run_1/layers.png
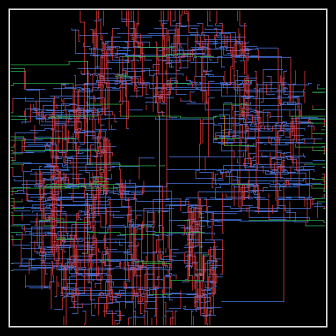
run_1/util_map.png
The die is cut into 13 by 13 equal tiles; white is low, dark blue is high, 0 to 100% covered.
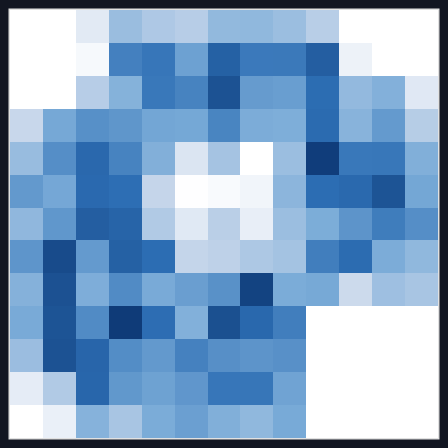
run_1/congestion_map.png
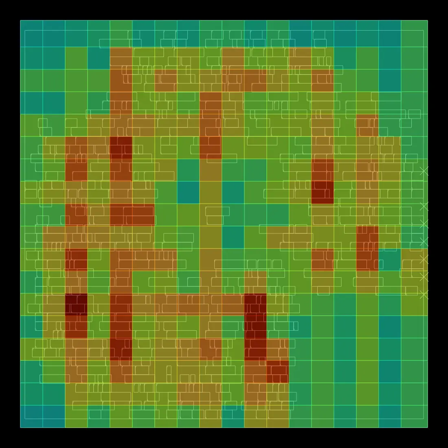
### config.mk
export PLATFORM = sky130hd
export DESIGN_NAME = demux_stage
export DESIGN_NICKNAME = d
export VERILOG_FILES = /design/src/rtl/demux_stage.sv
export SDC_FILE = /design/constraint.sdc
export NUM_CORES = 1
export LEC_CHECK = 0
export CAP_MARGIN = 40
export CORE_UTILIZATION = 36
export CTS_BUF_LIST = sky130_fd_sc_hd__clkbuf_8
export DETAILED_ROUTE_END_ITERATION = 10
export MAX_ROUTING_LAYER = met4
export PLACE_DENSITY = 0.7
export SYNTH_ARGS = -nofsm -noshare
export SYNTH_HDL_FRONTEND = slang
export SYNTH_SLANG_ARGS = --single-unit
### constraint.sdc
create_clock -name clk -period 3 [get_ports clk]
set_input_delay 0.6 -clock clk [delete_from_list [all_inputs] [get_ports clk]]
set_output_delay 0.6 -clock clk [all_outputs]
set_load 0.03 [all_outputs]
### src/rtl/demux_stage.sv
// Key-routed demux: one input stream split into two independently back-pressured 2-entry FIFOs.
// Optional transfer counters cnt0/cnt1 are built when DEMUX_STAGE_COUNT_EN is defined.
module demux_stage_fifo #(
  parameter int W = 32
) (
  input  logic         clk,
  input  logic         rst_n,
  input  logic         push,
  input  logic [W-1:0] din,
  input  logic         pop,
  output logic         valid,
  output logic [W-1:0] dout,
  output logic         full_next
);
  logic [1:0]   cnt, cnt_nxt;
  logic [W-1:0] mem1;

  always_comb begin
    cnt_nxt = cnt;
    if (push && !pop)      cnt_nxt = cnt + 2'd1;
    else if (pop && !push) cnt_nxt = cnt - 2'd1;
  end

  assign full_next = (cnt_nxt == 2'd2);
  assign valid     = (cnt != 2'd0);

  // Head always lives in dout so the output is a plain register; mem1 is the second slot.
  always_ff @(posedge clk or negedge rst_n) begin
    if (!rst_n) begin
      cnt  <= 2'd0;
      dout <= '0;
      mem1 <= '0;
    end else begin
      cnt <= cnt_nxt;
      if (pop) begin
        dout <= (push && cnt == 2'd1) ? din : mem1;
        if (push && cnt == 2'd2) mem1 <= din;
      end else if (push) begin
        if (cnt == 2'd0) dout <= din;
        else             mem1 <= din;
      end
    end
  end
endmodule

module demux_stage #(
  parameter int BW_IN     = 32,
  parameter int BW_OUT0   = 32,
  parameter int BW_OUT1   = 32,
  parameter int SIGNED_IN = 0,
  parameter int SHIFT1    = 0,
  parameter int INVERT1   = 0
) (
  input  logic               clk,
  input  logic               rst_n,
  input  logic               in_valid,
  output logic               in_ready,
  input  logic               key,
  input  logic [BW_IN-1:0]   in_data,
  output logic               out0_valid,
  input  logic               out0_ready,
  output logic [BW_OUT0-1:0] out0_data,
  output logic               out1_valid,
  input  logic               out1_ready,
  output logic [BW_OUT1-1:0] out1_data
`ifdef DEMUX_STAGE_COUNT_EN
  ,
  output logic [15:0]        cnt0,
  output logic [15:0]        cnt1
`endif
);
  localparam int W0 = (BW_IN > BW_OUT0) ? BW_IN : BW_OUT0;
  localparam int SA = (SHIFT1 < 0) ? -SHIFT1 : SHIFT1;
  localparam int W1 = ((BW_IN > BW_OUT1) ? BW_IN : BW_OUT1) + SA + 1;

  logic                sgn;
  logic [W0-1:0]       ext0;
  logic [W1-1:0]       ext1;
  logic signed [W1-1:0] sext1;
  logic [BW_OUT0-1:0]  d0;
  logic [BW_OUT1-1:0]  d1;
  logic                push0, push1, pop0, pop1, full0_nxt, full1_nxt;

  // out1 is widened enough that negate and left shift never overflow before truncation.
  always_comb begin
    sgn   = (SIGNED_IN != 0) && in_data[BW_IN-1];
    ext0  = {W0{sgn}};
    ext0[BW_IN-1:0] = in_data;
    ext1  = {W1{sgn}};
    ext1[BW_IN-1:0] = in_data;
    if (INVERT1 != 0) ext1 = -ext1;
    sext1 = ext1;
    if (SHIFT1 > 0) begin
      if (SIGNED_IN != 0 || INVERT1 != 0) ext1 = sext1 >>> SA;
      else                                ext1 = ext1 >> SA;
    end else if (SHIFT1 < 0) begin
      ext1 = ext1 << SA;
    end
    d0 = BW_OUT0'(ext0);
    d1 = BW_OUT1'(ext1);
  end

  assign push0 = in_valid && in_ready && key;
  assign push1 = in_valid && in_ready && !key;
  assign pop0  = out0_valid && out0_ready;
  assign pop1  = out1_valid && out1_ready;

  demux_stage_fifo #(.W(BW_OUT0)) u_fifo0 (
    .clk(clk), .rst_n(rst_n), .push(push0), .din(d0), .pop(pop0),
    .valid(out0_valid), .dout(out0_data), .full_next(full0_nxt)
  );

  demux_stage_fifo #(.W(BW_OUT1)) u_fifo1 (
    .clk(clk), .rst_n(rst_n), .push(push1), .din(d1), .pop(pop1),
    .valid(out1_valid), .dout(out1_data), .full_next(full1_nxt)
  );

  // Registered so in_ready never depends combinationally on this cycle's handshakes.
  always_ff @(posedge clk or negedge rst_n) begin
    if (!rst_n) in_ready <= 1'b0;
    else        in_ready <= !full0_nxt && !full1_nxt;
  end

`ifdef DEMUX_STAGE_COUNT_EN
  always_ff @(posedge clk or negedge rst_n) begin
    if (!rst_n) begin
      cnt0 <= 16'd0;
      cnt1 <= 16'd0;
    end else begin
      if (pop0 && cnt0 != 16'hFFFF) cnt0 <= cnt0 + 16'd1;
      if (pop1 && cnt1 != 16'hFFFF) cnt1 <= cnt1 + 16'd1;
    end
  end
`endif
endmodule

==> run_results.csv, run 1 <==
group,metric,value,unit
critical_path,startpoint,"u_fifo0.cnt[0]",
power,p_sw_share,38.75,%
global_routing,grt_antenna_before_repair,0,
clocking,cts_resized,0,
global_routing,grt_busiest_layer,"met2",
global_routing,grt_pass1_vias,3990,
yosys,synthFlopType,"dfrtp_1",
layout,design_area,7136,µm²
yosys,floorplan.nets,470,
layout,inv_count,40,
power,comb_cell_power,3.66,mW
global_routing,grtUsageMet2,27.45,%
critical_path,reg2reg_setup_slack,0.83,ns
worst_hold_path,hold_class,"in2async",
timing,max_slew_margin,44.17,%
yosys,synth_adder_area_share,1.368,%
floorplanning,tapCellCount,184,
global_routing,grt_use_met1,23.12,%
job,maxCapViolCount,0,
status,violations,"DRC",
clocking,cts_buffers,17,
route,wl_met2,6076,µm
critical_path,worst_ep_required_time,2.40,ns
timing,hold_viol_final,0,
layout,layout_top_cells,"dfrtp_1 (133), clkdlybuf4s50_1 (103), nand2_1 (64), mux2_2 (60), inv_1 (42)",
yosys,synthAoiAreaFrac,11.53,%
clocking,cts_tree,"done",
yosys,ys_area,5489,µm²
yosys,synth-edff-count,0,
status,status,"complete, but fails checks",
critical_path,crit_type,"reg2out",
timing,hold_slack,0.1912,ns
placed_design,placed_cell_area,6777,µm²
clocking,cts_root_buf,"clkbuf_8",
yosys,synthTopCellsByArea,"dfrtp_1 (61%), mux2_2 (12%), a222oi_1 (5.8%), a22oi_1 (4.5%), nand2_1 (4.4%)",
yosys,numSynthFlops,133,
layout,fin_nets,578,
floorplanning,die_w,125.5,µm
timing,worstMarginPinSlew,0.8354,ns
power,clkPwrFrac,16.7,%
layout,flop-count,133,
placed_design,place_inst,699,
clocking,clock_latency,0.44,ns
critical_path,slowest_stage,"clkdlybuf4s50_1",
layout,comb_cells,227,
layout,clock_buffer_count,20,
route,vias,3862,
power,p_clk,1.37,mW
clocking,cts_hold_buf,0,
placed_design,place_ws,0.4341,ns
floorplanning,die_h,125.5,µm
yosys,yosys.area.top_type,"dfrtp_1",
clocking,postCtsSetupBuffers,0,
critical_path,reg2regPathDepth,7,
yosys,yosysWarnings,0,
floorplanning,die-area,15750,µm²
clocking,htree_num_levels,4,
layout,syn2layout_area_growth,30.00,%
yosys,synth_seq_share,60.63,%
job,warnings,30,
critical_path,critPathMaxStageDelay,0.69,ns
power,vdd_drop_max,0.6317,mV
critical_path,crit_cells,4,
route,routed_wl,12940,µm
critical_path,r2r-start,"u_fifo1.cnt[0]",
placed_design,place.gp.congestion,0.7336,
route,vias_per_cell,5.298,
timing,drv_slew,0,
global_routing,grt_max_degree,69,
critical_path,path_max_fanout,5,
layout,signal_buffers,115,
placed_design,hpwl,8631,µm
route,drc,7,
yosys,synthCells,426,
power,p_per_area,1151,nW/µm²
clocking,clkTransAtPathRegs,0.07,ns
yosys,xor_area_share,0.6382,%
About layers.png:
| color | layer | wire length |
|---|---|---|
| green | M3 | 793 µm |
| blue | M1 | 5890 µm |
| red | M2 | 6080 µm |
| orange | M4 | 179 µm |

About util_map.png:
tiles over 75% full: 17%
mean over tiles: 44%
emptiest ninth of the die: lower right
fullest tile: 96%

About congestion_map.png:
DR WL/cell: 17.75 µm
Final Core Density: 48.54%
M3 GR Usage: 4.835%

==> inputs of run 2 (changes only) <==
--- a/config.mk
+++ b/config.mk
@@ -9,8 +9,10 @@
 export CORE_UTILIZATION = 36
 export CTS_BUF_LIST = sky130_fd_sc_hd__clkbuf_8
 export DETAILED_ROUTE_END_ITERATION = 10
+export GPL_ROUTABILITY_DRIVEN = 0
 export MAX_ROUTING_LAYER = met4
 export PLACE_DENSITY = 0.7
 export SYNTH_ARGS = -nofsm -noshare
 export SYNTH_HDL_FRONTEND = slang
+export SYNTH_HIERARCHICAL = 1
 export SYNTH_SLANG_ARGS = --single-unit
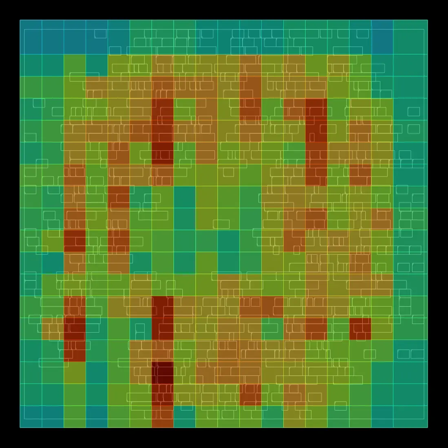
run_2/congestion_map.png
M3 GR Usage: 4.549%
layer with the highest usage: met2
met2 Resource Use GR: 28.39%
Total GRT Usage: 18.10%

==> run 2 against run 1 <==
The flow now finishes without violations; synthesized cell count up 7.5%; critical path depth unchanged; worst hold slack worse by 0.039 ns; sequential share of layout area down 1.4 points; register-to-register slack worse by 0.29 ns; count of clock-buffer cells in the layout up 2; fmax down 0.32%.
==> run_results.csv, run 2 <==
group,metric,value,unit
status,status,"complete, no violations",
job,warnings,30,
layout,layout_top_cells,"dfrtp_1 (133), clkdlybuf4s50_1 (103), inv_1 (69), mux2_1 (64), a22oi_1 (64)",
yosys,top_cell,"dfrtp_1",
route,vias_per_cell,4.982,
floorplanning,die_h,128.1,µm
placed_design,hpwl,8687,µm
power,p_per_area,1167,nW/µm²
clocking,htree_num_levels,4,
power,vdd_drop_max,0.5521,mV
clocking,cts_buffers,17,
layout,clock_buffer_count,22,
layout,fin_nets,606,
clocking,postCtsSetupBuffers,0,
global_routing,grt_pass1_vias,4125,
layout,final_common_cell,"dfrtp_1",
clocking,clkTransAtPathRegs,0.07,ns
yosys,synthAoiAreaFrac,17.71,%
yosys,top_cells_by_count,"dfrtp_1 (133), inv_1 (68), a22oi_1 (64), mux2_1 (64), o21ai_1 (40)",
power,power.total,8.584,mW
yosys,yosysWarnings,6,
timing,max_slew_margin,48.93,%
critical_path,r2r-start,"u_fifo1/cnt[0]",
yosys,synth_seq_share,58.15,%
clocking,cts_resized,0,
yosys,yosys.area.top_type,"dfrtp_1",
critical_path,reg2reg_setup_slack,0.54,ns
layout,finish.utilization,47.84,%
route,drc,0,
job,maxCapViolCount,0,
route,drtIter0Drc,209,
critical_path,reg2regPathDepth,7,
yosys,floorplan.nets,502,
power,clkPwrFrac,16.4,%
timing,worstMarginPinSlew,0.7624,ns
yosys,synth_adder_area_share,1.312,%
placed_design,port_buffers,104,
global_routing,grt_use_met1,22.83,%
worst_hold_path,hold_class,"in2async",
critical_path,critPathMaxStageDelay,0.67,ns
floorplanning,initCoreUtil,37.23,%
timing,hold_slack,0.1518,ns
route,routed_wl,13460,µm
yosys,numSynthFlops,133,
timing,hold_viol_final,0,
layout,syn2layout_area_growth,28.49,%
route,wl_per_cell,17.12,µm
yosys,synth-edff-count,0,
layout,flop-count,133,
yosys,synthTopCellsByArea,"dfrtp_1 (58%), mux2_1 (13%), a22oi_1 (8.4%), inv_1 (4.5%), o21ai_1 (3.5%)",
global_routing,grt_max_degree,68,
layout,inv_count,70,
critical_path,path_max_fanout,3,
critical_path,startpoint,"u_fifo0/cnt[0]",
power,p_sw_share,39.75,%
yosys,synthFlopType,"dfrtp_1",
critical_path,crit_path_end,"out0_valid",
clocking,cts_tree,"done",
route,vias,3916,
floorplanning,die_w,128.1,µm
global_routing,grt_antenna_before_repair,0,
floorplanning,die-area,16410,µm²
critical_path,crit_chain,"inv_1 -> ha_1 -> inv_2 -> clkdlybuf4s50_1",
clocking,cts_root_buf,"clkbuf_8",
layout,design_area,7353,µm²
power,comb_cell_power,3.90,mW
clocking,cts_hold_buf,0,
layout,comb_cells,227,
critical_path,crit_cells,4,
layout,signal_buffers,113,
critical_path,slowest_stage,"clkdlybuf4s50_1",
critical_path,worst_ep_required_time,2.40,ns
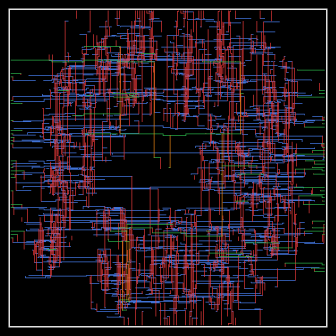
run_2/layers.png
| color | layer | wire length |
|---|---|---|
| green | M3 | 594 µm |
| orange | M4 | 241 µm |
| blue | M1 | 6200 µm |
| red | M2 | 6420 µm |

Power and IR drop assume default switching activity.
